$ cat config.mk
export PLATFORM = sky130hd
export DESIGN_NAME = spi_frame_assembler
export DESIGN_NICKNAME = d
export VERILOG_FILES = /design/src/rtl/spi_frame_assembler.sv
export SDC_FILE = /design/constraint.sdc
export NUM_CORES = 1
export LEC_CHECK = 0
export CAP_MARGIN = 20
export CORE_AREA = 2 2 80 82
export DETAILED_ROUTE_END_ITERATION = 7
export DIE_AREA = 0 0 82 84
export GPL_ROUTABILITY_DRIVEN = 0
export PLACE_DENSITY_LB_ADDON = 0.15
export SLEW_MARGIN = 20
export SYNTH_ARGS = -nofsm -noshare
export SYNTH_HDL_FRONTEND = slang
export SYNTH_SLANG_ARGS = --single-unit
$ cat constraint.sdc
create_clock -name clk -period 2.3 [get_ports clk]
set_input_delay 0.69 -clock clk [delete_from_list [all_inputs] [get_ports clk]]
set_output_delay 0.69 -clock clk [all_outputs]
set_load 0.02 [all_outputs]
$ cat src/rtl/spi_frame_assembler.sv
// ============================================================================
//  Module      : spi_frame_assembler
//  Description : Groups the SPI secondary receiver's word stream into frames
//                made of a command word, a length word and payload words. It
//                presents each complete frame on a valid/ready handshake and
//                drives a status reply word for the next SPI transfer.
//                Optional feature macro: FRAME_CHECKSUM_EN. When it is
//                defined, each frame carries a trailing XOR checksum word
//                and the design adds the err_csum output.
//  Revision    : 1.0 - initial release
// ============================================================================
`default_nettype none

module spi_frame_assembler #(
    parameter int WORD_BITS   = 8,
    parameter int MAX_PAYLOAD = 4
) (
    input  logic                             clk,
    input  logic                             rst,
    input  logic                             neg_enable,
    input  logic                             word_ready,
    input  logic [WORD_BITS-1:0]             data_word_received,
    output logic [WORD_BITS-1:0]             data_word_to_send,
    output logic                             frame_valid,
    input  logic                             frame_ready,
    output logic [WORD_BITS-1:0]             frame_cmd,
    output logic [$clog2(MAX_PAYLOAD+1)-1:0] frame_len,
    output logic [MAX_PAYLOAD*WORD_BITS-1:0] frame_data,
    output logic                             err_len,
    output logic                             err_overrun
`ifdef FRAME_CHECKSUM_EN
    ,
    output logic                             err_csum
`endif
);

    localparam int                      C_LEN_W = $clog2(MAX_PAYLOAD + 1);
    localparam logic [WORD_BITS-1:0]    C_MAX_W = WORD_BITS'(MAX_PAYLOAD);
    localparam logic [C_LEN_W-1:0]      C_ONE   = C_LEN_W'(1);

    typedef enum logic [2:0] {
        S_IDLE    = 3'd0,
        S_LEN     = 3'd1,
        S_PAYLOAD = 3'd2,
`ifdef FRAME_CHECKSUM_EN
        S_CHECK   = 3'd3,
`endif
        S_HOLD    = 3'd4,
        S_DISCARD = 3'd5
    } state_t;

    // State entered once the last data-carrying word of a frame is in.
`ifdef FRAME_CHECKSUM_EN
    localparam state_t C_END_STATE = S_CHECK;
`else
    localparam state_t C_END_STATE = S_HOLD;
`endif

    state_t                          state_q,       state_d;
    logic [WORD_BITS-1:0]            cmd_q,         cmd_d;
    logic [C_LEN_W-1:0]              len_q,         len_d;
    logic [C_LEN_W-1:0]              idx_q,         idx_d;
    logic [MAX_PAYLOAD*WORD_BITS-1:0] data_q,       data_d;
    logic                            valid_q,       valid_d;
    logic                            err_len_q,     err_len_d;
    logic                            err_ovr_q,     err_ovr_d;
    logic [WORD_BITS-1:0]            reply_q,       reply_d;
`ifdef FRAME_CHECKSUM_EN
    logic [WORD_BITS-1:0]            csum_q,        csum_d;
    logic                            err_csum_q,    err_csum_d;
`endif

    // Strobes are only meaningful while the chip-select is asserted.
    logic w_word;
    assign w_word = word_ready & ~neg_enable;

    // Next-state, frame capture, sticky error and reply word computation.
    always_comb begin
        state_d   = state_q;
        cmd_d     = cmd_q;
        len_d     = len_q;
        idx_d     = idx_q;
        data_d    = data_q;
        err_len_d = err_len_q;
        err_ovr_d = err_ovr_q;
`ifdef FRAME_CHECKSUM_EN
        csum_d     = csum_q;
        err_csum_d = err_csum_q;
`endif

        case (state_q)
            S_IDLE: begin
                if (w_word) begin
                    cmd_d   = data_word_received;
`ifdef FRAME_CHECKSUM_EN
                    csum_d  = data_word_received;
`endif
                    state_d = S_LEN;
                end
            end

            S_LEN: begin
                if (neg_enable) begin
                    state_d = S_IDLE;
                end else if (word_ready) begin
                    if (data_word_received > C_MAX_W) begin
                        err_len_d = 1'b1;
                        state_d   = S_DISCARD;
                    end else begin
                        len_d  = C_LEN_W'(data_word_received);
                        idx_d  = '0;
                        data_d = '0;
`ifdef FRAME_CHECKSUM_EN
                        csum_d = csum_q ^ data_word_received;
`endif
                        state_d = (data_word_received == '0) ? C_END_STATE : S_PAYLOAD;
                    end
                end
            end

            S_PAYLOAD: begin
                if (neg_enable) begin
                    state_d = S_IDLE;
                end else if (word_ready) begin
                    data_d[int'(idx_q)*WORD_BITS +: WORD_BITS] = data_word_received;
                    idx_d = idx_q + C_ONE;
`ifdef FRAME_CHECKSUM_EN
                    csum_d = csum_q ^ data_word_received;
`endif
                    if (idx_q == len_q - C_ONE) begin
                        state_d = C_END_STATE;
                    end
                end
            end

`ifdef FRAME_CHECKSUM_EN
            S_CHECK: begin
                if (neg_enable) begin
                    state_d = S_IDLE;
                end else if (word_ready) begin
                    if (data_word_received == csum_q) begin
                        state_d = S_HOLD;
                    end else begin
                        err_csum_d = 1'b1;
                        state_d    = S_IDLE;
                    end
                end
            end
`endif

            S_HOLD: begin
                if (frame_ready) begin
                    state_d = S_IDLE;
                    // A word in the accept cycle starts the next frame at once.
                    if (w_word) begin
                        cmd_d   = data_word_received;
`ifdef FRAME_CHECKSUM_EN
                        csum_d  = data_word_received;
`endif
                        state_d = S_LEN;
                    end
                end else if (w_word) begin
                    err_ovr_d = 1'b1;
                end
            end

            S_DISCARD: begin
                if (neg_enable) begin
                    state_d = S_IDLE;
                end
            end

            default: begin
                state_d = S_IDLE;
            end
        endcase

        valid_d = (state_d == S_HOLD);

        reply_d    = '0;
        reply_d[3] = valid_d;
        reply_d[2] = err_ovr_d;
        reply_d[1] = err_len_d;
        reply_d[0] = (state_d != S_IDLE);
`ifdef FRAME_CHECKSUM_EN
        reply_d[4] = err_csum_d;
`endif
    end

    // State and output registers with synchronous reset.
    always_ff @(posedge clk) begin
        if (rst) begin
            state_q    <= S_IDLE;
            cmd_q      <= '0;
            len_q      <= '0;
            idx_q      <= '0;
            data_q     <= '0;
            valid_q    <= 1'b0;
            err_len_q  <= 1'b0;
            err_ovr_q  <= 1'b0;
            reply_q    <= '0;
`ifdef FRAME_CHECKSUM_EN
            csum_q     <= '0;
            err_csum_q <= 1'b0;
`endif
        end else begin
            state_q    <= state_d;
            cmd_q      <= cmd_d;
            len_q      <= len_d;
            idx_q      <= idx_d;
            data_q     <= data_d;
            valid_q    <= valid_d;
            err_len_q  <= err_len_d;
            err_ovr_q  <= err_ovr_d;
            reply_q    <= reply_d;
`ifdef FRAME_CHECKSUM_EN
            csum_q     <= csum_d;
            err_csum_q <= err_csum_d;
`endif
        end
    end

    assign data_word_to_send = reply_q;
    assign frame_valid       = valid_q;
    assign frame_cmd         = cmd_q;
    assign frame_len         = len_q;
    assign frame_data        = data_q;
    assign err_len           = err_len_q;
    assign err_overrun       = err_ovr_q;
`ifdef FRAME_CHECKSUM_EN
    assign err_csum          = err_csum_q;
`endif

endmodule

`default_nettype wire

run_1/clock_wires.png
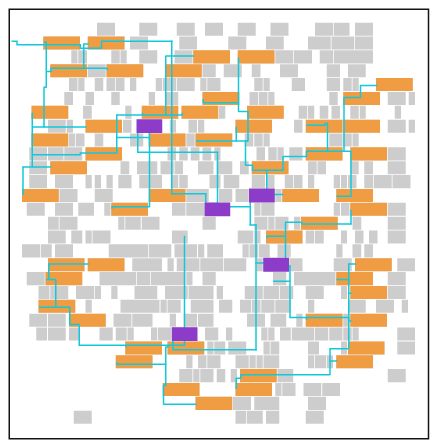
[clock wires] cyan | length: 651 µm
[flip-flops] orange | count: 53
[clock-net drivers] purple | count: 5
routed clock nets	6
flops lie	spread over the die
Fin Clk Skew: 0.00852 ns
Clock power frac: 33.1%
clk latency late pin: 0.31 ns
power drawn by the clock network: 0.000538 W

run_1/class_map.png
The bar under the picture is 20 µm long.
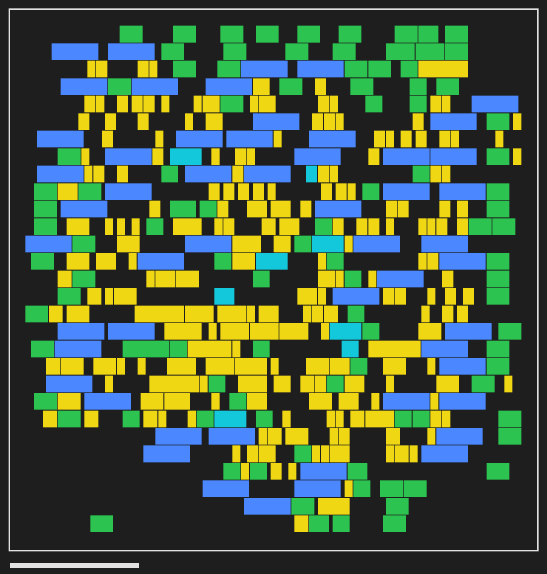
class	colour	cells
clock drivers and dummy loads	cyan	8
remaining logic cells	yellow	210
remaining buffers and delay cells	green	97
registers	blue	53
flop share of the area: 30.5%
number of placement rows: 29
final design utilization: 57.0%

run_1/m1.png
Supply wires on this layer in grey. Cells faint in the background.
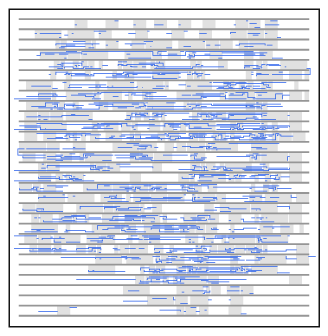
main direction	horizontal
longest straight run	26.7 µm
via count: 2,241
GR Util met1: 25.6%
routed wire length: 6.39 mm

==> run 1: registers in the layout, summed over array words and instances (netlist names) <==
signal and flops:
data_word_to_send 3, frame_cmd 8, frame_data 32, frame_len 3, frame_valid 1, idx_q 3, state_q 3
==> run 1: cells by family after synthesis <==
| family | Yosys count |
|---|---|
| buffers and inverters | 28 |
| XOR/XNOR | 4 |
| flip-flops | 53 |
| adder cells (fa/ha/maj) | 7 |
| AND-OR/OR-AND | 49 |
| other | 1 |
| AND/OR/NAND/NOR | 125 |
| multiplexers | 13 |
==> run 1: timing repair <==
action                     CTS  global route
gates resized                7             3
gates cloned                 0             0
buffers inserted             1             0
pin swaps                    3             1
setup endpoints to repair   20            22
==> reports/qor.tcl, run 1 <==
set qor(outcome) {completed}
set qor(max-vdd-ir-drop_mv) 0.332
set qor(crit_path_cell_trace) {clkdlybuf4s50_1 > nor4_4 > buf_4 > nand3b_1 > buf_4 > o21ai_4 > a21boi_4 > buf_12 > mux2i_1}
set qor(seq_power_w) 0.000934
set qor(route.met3.wl_um) 272
set qor(layout.cell_area.non_filler_mm2) 0.00347
set qor(path_type_of_the_worst_min_delay_path) {reg2reg}
set qor(top_area_cell_class) {logic gates}
set qor(sequential_cell_area_mm2) 0.00106
set qor(sequential_cell_total) 53
set qor(floorplan_core_area_mm2) 0.00610
set qor(critPathBufInv) 4
set qor(grt_util_met2_pct) 31.8
set qor(top_level_port_count) 67
set qor(synthesized_cell_area_mm2) 0.00249
set qor(max_freq_mhz) 456
set qor(final.min_clock_period_ns) 2.19
set qor(timing.rr.end) {frame_data[2]}
set qor(place_worst_setup_slack_ns) -0.427
set qor(hold_path_startpoint) {frame_data[18]}
set qor(vias_per_cell) 5.04
set qor(vias_in_the_first_global_route) 2167
set qor(drcViolationCount) 0
set qor(floorplan.die.height_um) 84
set qor(grt_busiest_layer) {met2}
set qor(sequentialPowerShare_pct) 57.4
set qor(logic_gates) 202
set qor(critical_path.slowest_cell) {sky130_fd_sc_hd__clkdlybuf4s50_1}
set qor(routedLengthMet1_mm) 2.99
set qor(worstSetupStartpointType) {primary input}
set qor(antennaDiodeCount) 0
set qor(ys_top_logic_family) {simple AND/OR/NAND/NOR gates}
set qor(number_of_logic_inverters_in_the_finished_layout) 8
set qor(die_outline_width_um) 82
set qor(most_common_cell_in_the_synthesized_netlist) {sky130_fd_sc_hd__dfxtp_1}
set qor(ys_warn_count) 0
set qor(synth_simple_gate_area_share_pct) 26.9
set qor(power_frac_comb_pct) 9.6
set qor(area.share.combinational_pct) 37.3
set qor(synth_cell_types) 54
set qor(enable_flop_cells) 0
set qor(timing.reg2reg.setup_slack_ns) 0.36
set qor(path_depth) 9
set qor(synth-compound-area-share_pct) 12.9
set qor(maxUsedRoutingLayer) {met4}
set qor(cell_count_of_the_worst_hold_path) 2
set qor(maxcap_violations) 0
set qor(synth_top_flop_cell) {sky130_fd_sc_hd__dfxtp_1}
set qor(cts_root_buf) {sky130_fd_sc_hd__clkbuf_8}
set qor(tally_of_clock_buffers_in_the_finished_layout) 5
set qor(grt-ovfl-total) 0
set qor(numPortBuffers) 62
set qor(final_nets) 387
set qor(final.period_utilization_pct) 95.3
set qor(final.fill_count) 568
set qor(largest_net_degree_at_the_start_of_global_routing) 19
set qor(area.combinational_mm2) 0.00130
set qor(openroad.warnings) 30
set qor(rsz0062_at_grt) {false}
set qor(xor_xnor_cell_area_share_of_the_yosys_netlist_pct) 1.96
set qor(post-layout-total-power_w) 0.00163
set qor(top_power_group) {sequential cells}
set qor(finalSetupViolCount) 0
set qor(synth.avg_cell_area_um2) 8.89
run_1/clock_nets.png
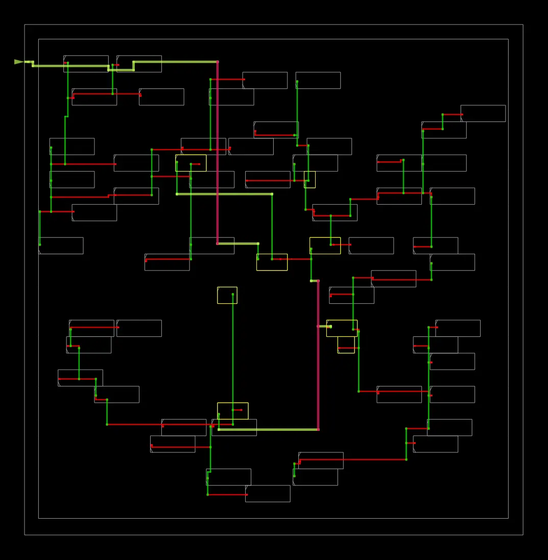

## Run 2: what changed since run 1
--- a/config.mk
+++ b/config.mk
@@ -5,11 +5,11 @@
 export SDC_FILE = /design/constraint.sdc
 export NUM_CORES = 1
 export LEC_CHECK = 0
-export CAP_MARGIN = 20
 export CORE_AREA = 2 2 80 82
 export DETAILED_ROUTE_END_ITERATION = 7
 export DIE_AREA = 0 0 82 84
 export GPL_ROUTABILITY_DRIVEN = 0
+export GPL_TIMING_DRIVEN = 0
 export PLACE_DENSITY_LB_ADDON = 0.15
 export SLEW_MARGIN = 20
 export SYNTH_ARGS = -nofsm -noshare
run_2/clock_nets.png
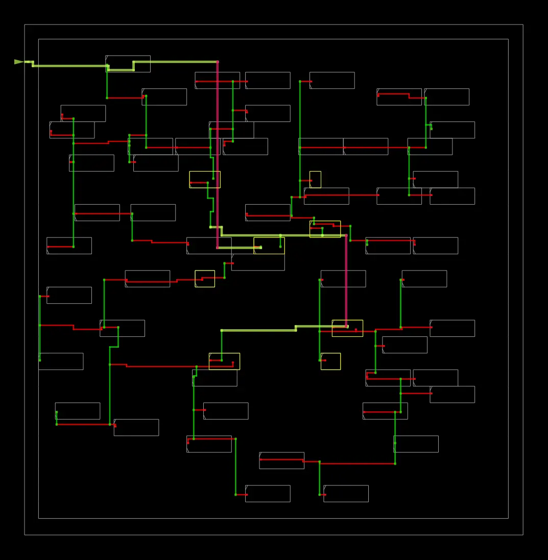
number of buffers created by CTS: 5
tally of clock buffers in the finished layout: 5
power drawn by the clock network: 0.000549 W

==> run 2 against run 1 <==
Synthesized area did not move. Critical path depth shrank 1. Via count grew 0.89%. First-iteration DRC count increased by 1.1%. Combinational power is 6% lower. Sequential power fell by 0.4%. Non-clock buffer count fell by 7. Total power about the same. Synthesized cell count unchanged. Wire length grew 1.8%. Global-route usage grew 0.071 points. Critical path type unchanged. Critical endpoint unchanged. Largest power group unchanged.
==> reports/qor.tcl, run 2 <==
set qor(outcome) {completed}
set qor(top_level_port_count) 67 ;# unchanged
set qor(logic_gates) 202 ;# unchanged
set qor(sequential_cell_total) 53 ;# unchanged
set qor(cell_count_of_the_worst_hold_path) 2 ;# unchanged
set qor(timing.max_slew.rel_slack_pct) 55.0
set qor(rsz0062_at_grt) {false}
set qor(tritoncts_num_sinks) 53
set qor(number_of_h_tree_levels) 2
set qor(vias_in_the_first_global_route) 2089 ;# -3.6%
set qor(synth_cell_types) 54 ;# unchanged
set qor(finalSetupViolCount) 0 ;# unchanged
set qor(number_of_flip_flops_in_the_largest_register) 32 ;# unchanged
set qor(whs_ns) 0.461
set qor(path_type_of_the_worst_min_delay_path) {reg2reg}
set qor(critical_path.slowest_cell) {sky130_fd_sc_hd__or4b_4}
set qor(endpoint) {frame_data[13]}
set qor(timing.reg2reg.setup_slack_ns) 0.17 ;# -0.19 ns
set qor(dp_hpwl_mm) 4.56
set qor(floorplan.die_area_mm2) 0.00689
set qor(power_frac_comb_pct) 9.1 ;# -0.5 points
set qor(post-place-cells) 422
set qor(clock_latency_ns) 0.31 ;# about the same
set qor(critPathBufInv) 3 ;# -1
set qor(setup.worst_path.start) {word_ready}
set qor(area.share.combinational_pct) 39.0 ;# +1.7 points
set qor(postSynth.asyncResetShare_pct) 0
set qor(layout_setup_ws_ns) 0.0847
set qor(cts-root-to-sink-buffers) 2
set qor(enable_flop_cells) 0 ;# unchanged
set qor(die_outline_width_um) 82 ;# unchanged
set qor(synthesized_cell_area_mm2) 0.00249 ;# unchanged
set qor(sw_frac_of_total_pct) 26.2
set qor(drt-wirelength-per-cell_um) 14.8
set qor(vias_per_cell) 5.16 ;# +2.5%
set qor(pwr.group.combinational_w) 0.000147
set qor(largest_net_degree_at_the_start_of_global_routing) 18 ;# -1
set qor(floorplan_core_area_mm2) 0.00610 ;# unchanged
set qor(crit_path_cell_trace) {dlygate4sd2_1 > nand2b_4 > or4b_4 > buf_6 > o21ai_4 > a21boi_4 > buf_8 > mux2i_1}
set qor(final_cell_count_no_fill) 438
set qor(sequentialPowerShare_pct) 57.2 ;# -0.2 points
set qor(area_share_clock_buf_inv_pct) 2.67
set qor(ys_ff) 53
set qor(ys_warn_count) 0 ;# unchanged
set qor(dr.first_iter.drc_count) 94
set qor(route.final.wire_length_mm) 6.50 ;# +1.8%
set qor(dr.pass1.iters) 4
set qor(area_share_nonclk_buffers_pct) 23.5
set qor(most_common_cell_in_the_synthesized_netlist) {sky130_fd_sc_hd__dfxtp_1}
set qor(timing.rr.end) {frame_data[1]}
set qor(yosys-top-cells-count) {sky130_fd_sc_hd__dfxtp_1 (53), sky130_fd_sc_hd__nand2_1 (45), sky130_fd_sc_hd__a21oi_1 (30), sky130_fd_sc_hd__nand3_1 (28), sky130_fd_sc_hd__nor2_1 (19)}
set qor(layout.cell_area.non_filler_mm2) 0.00342 ;# -1.4%
set qor(worstSetupStartpointType) {primary input}
set qor(row_count) 29 ;# unchanged
set qor(drive_above_1_share_pct) 16.1
set qor(grt_first_pass_wirelength_mm) 10.4
set qor(post-layout-total-power_w) 0.00163 ;# about the same
set qor(cts_hold_buffers) 0
set qor(leakage_nw) 1.21
set qor(final.period_utilization_pct) 96.3 ;# +1.0 points
set qor(tritoncts) {done}
set qor(seq_power_w) 0.000930 ;# -0.4%
set qor(slowest_delay_ns) 0.49
set qor(top_power_group) {sequential cells}
set qor(synth.avg_cell_area_um2) 8.89 ;# unchanged
set qor(net-switching-power_w) 0.000426
set qor(p_int_w) 0.00120
set qor(synth_top_cell_by_area) {sky130_fd_sc_hd__dfxtp_1}
set qor(synthToLayoutAreaGrowth_pct) 37.6
set qor(buffers_excl_clock) 90
set qor(synth_cells) 280
set qor(well_tap_count) 77
set qor(place_worst_setup_slack_ns) -0.803 ;# -0.376 ns
set qor(p_clk_share_pct) 33.8 ;# +0.7 points
set qor(main_area_contributors_after_synthesis) {sky130_fd_sc_hd__dfxtp_1 (43%), sky130_fd_sc_hd__nand2_1 (6.8%), sky130_fd_sc_hd__a21oi_1 (6.0%)}
set qor(path_depth) 8 ;# -1
set qor(whs_endpoint) {frame_data[17]}
set qor(final_nets) 380 ;# -1.8%
set qor(final.min_clock_period_ns) 2.22 ;# +0.0231 ns
set qor(num_vias) 2261 ;# +0.89%
set qor(clock_skew_ns) 0.00942 ;# +0.000896 ns
set qor(layout_top_cells) {sky130_fd_sc_hd__clkdlybuf4s50_1 (53), sky130_fd_sc_hd__dfxtp_1 (52), sky130_fd_sc_hd__nand2_1 (45), sky130_fd_sc_hd__a21oi_1 (30), sky130_fd_sc_hd__nand3_1 (27)}
set qor(sh_seq_area_pct) 31.1 ;# +0.56 points
set qor(final.fill_count) 574 ;# +1.1%
set qor(synth_top_flop_cell) {sky130_fd_sc_hd__dfxtp_1}
set qor(grt.total_usage_pct) 19.6
set qor(place_area_mm2) 0.00322
set qor(yosys-stat-cells) 280
set qor(seq_area_frac_synth_pct) 42.6
set qor(post-route-util_pct) 56.2 ;# -0.82 points
set qor(floorplan.die.height_um) 84 ;# unchanged
set qor(post_cts.resized_instances) 15 ;# +8
set qor(dominant_cell_area_share_pct) 42.6
set qor(openroad.warnings) 30 ;# unchanged
set qor(antennaDiodeCount) 0 ;# unchanged
set qor(timing_hold_violations_final) 0
set qor(sequential_cell_area_mm2) 0.00106 ;# +0.35%
set qor(number_of_logic_inverters_in_the_finished_layout) 8 ;# unchanged
set qor(antenna_violations_before_repair) 0
set qor(ant_nets) 0
set qor(max-vdd-ir-drop_mv) 0.278 ;# -16%
set qor(maxcap_violations) 0 ;# unchanged
set qor(clk_transition_reported_paths_ns) 0.10
set qor(numPortBuffers) 62 ;# unchanged
set qor(fin_setup_tns_ns) 0
set qor(reg2reg_from) {idx_q[0]}
set qor(drcViolationCount) 0 ;# unchanged
set qor(critical_path.endpoint_type) {flip-flop}
set qor(worst_ep_required_time_ns) 2.55
set qor(hold_path_startpoint) {frame_data[17]}
set qor(tightestPinTransition_ns) 0.671
set qor(ys_area_mm2) 0.00249
set qor(layout_top_cell_excl_fill_tap) {sky130_fd_sc_hd__clkdlybuf4s50_1}
set qor(crit_type) {in2reg}
set qor(top_area_cell_class) {logic gates}
set qor(worst_path_dominant_cell_family) {buffers and inverters}
set qor(max_freq_mhz) 451 ;# -1.0%
set qor(cts_post_setup_buffers_inserted) 3 ;# +2
set qor(cts_root_buf) {sky130_fd_sc_hd__clkbuf_8}
set qor(grt-ovfl-total) 0 ;# unchanged
set qor(area.combinational_mm2) 0.00134 ;# +3.1%
## run 2: cell families (layout without fill, tap and decap cells)
family | count (synthesis) | after routing | synth area share [%]
AND-OR/OR-AND | 49 | 49 | 12.9
flip-flops | 53 | 53 | 42.6
AND/OR/NAND/NOR | 125 | 125 | 26.9
buffers and inverters | 28 | 106 | 6.64
other | 1 | 4 | 0.151
multiplexers | 13 | 13 | 5.28
XOR/XNOR | 4 | 4 | 1.96
adder cells (fa/ha/maj) | 7 | 7 | 3.52
## run 2: per-layer routing
metal / vias to the layer above / global-route usage [%] / part of all wire (%)
met3: 6 / 3.90 / 4.0
met5: - / 0 / 0
li1: 1121 / - / -
met2: 49 / 32.0 / 48
met4: 0 / 4.09 / 1.0
met1: 1085 / 26.6 / 47
Power and IR drop assume default switching activity.
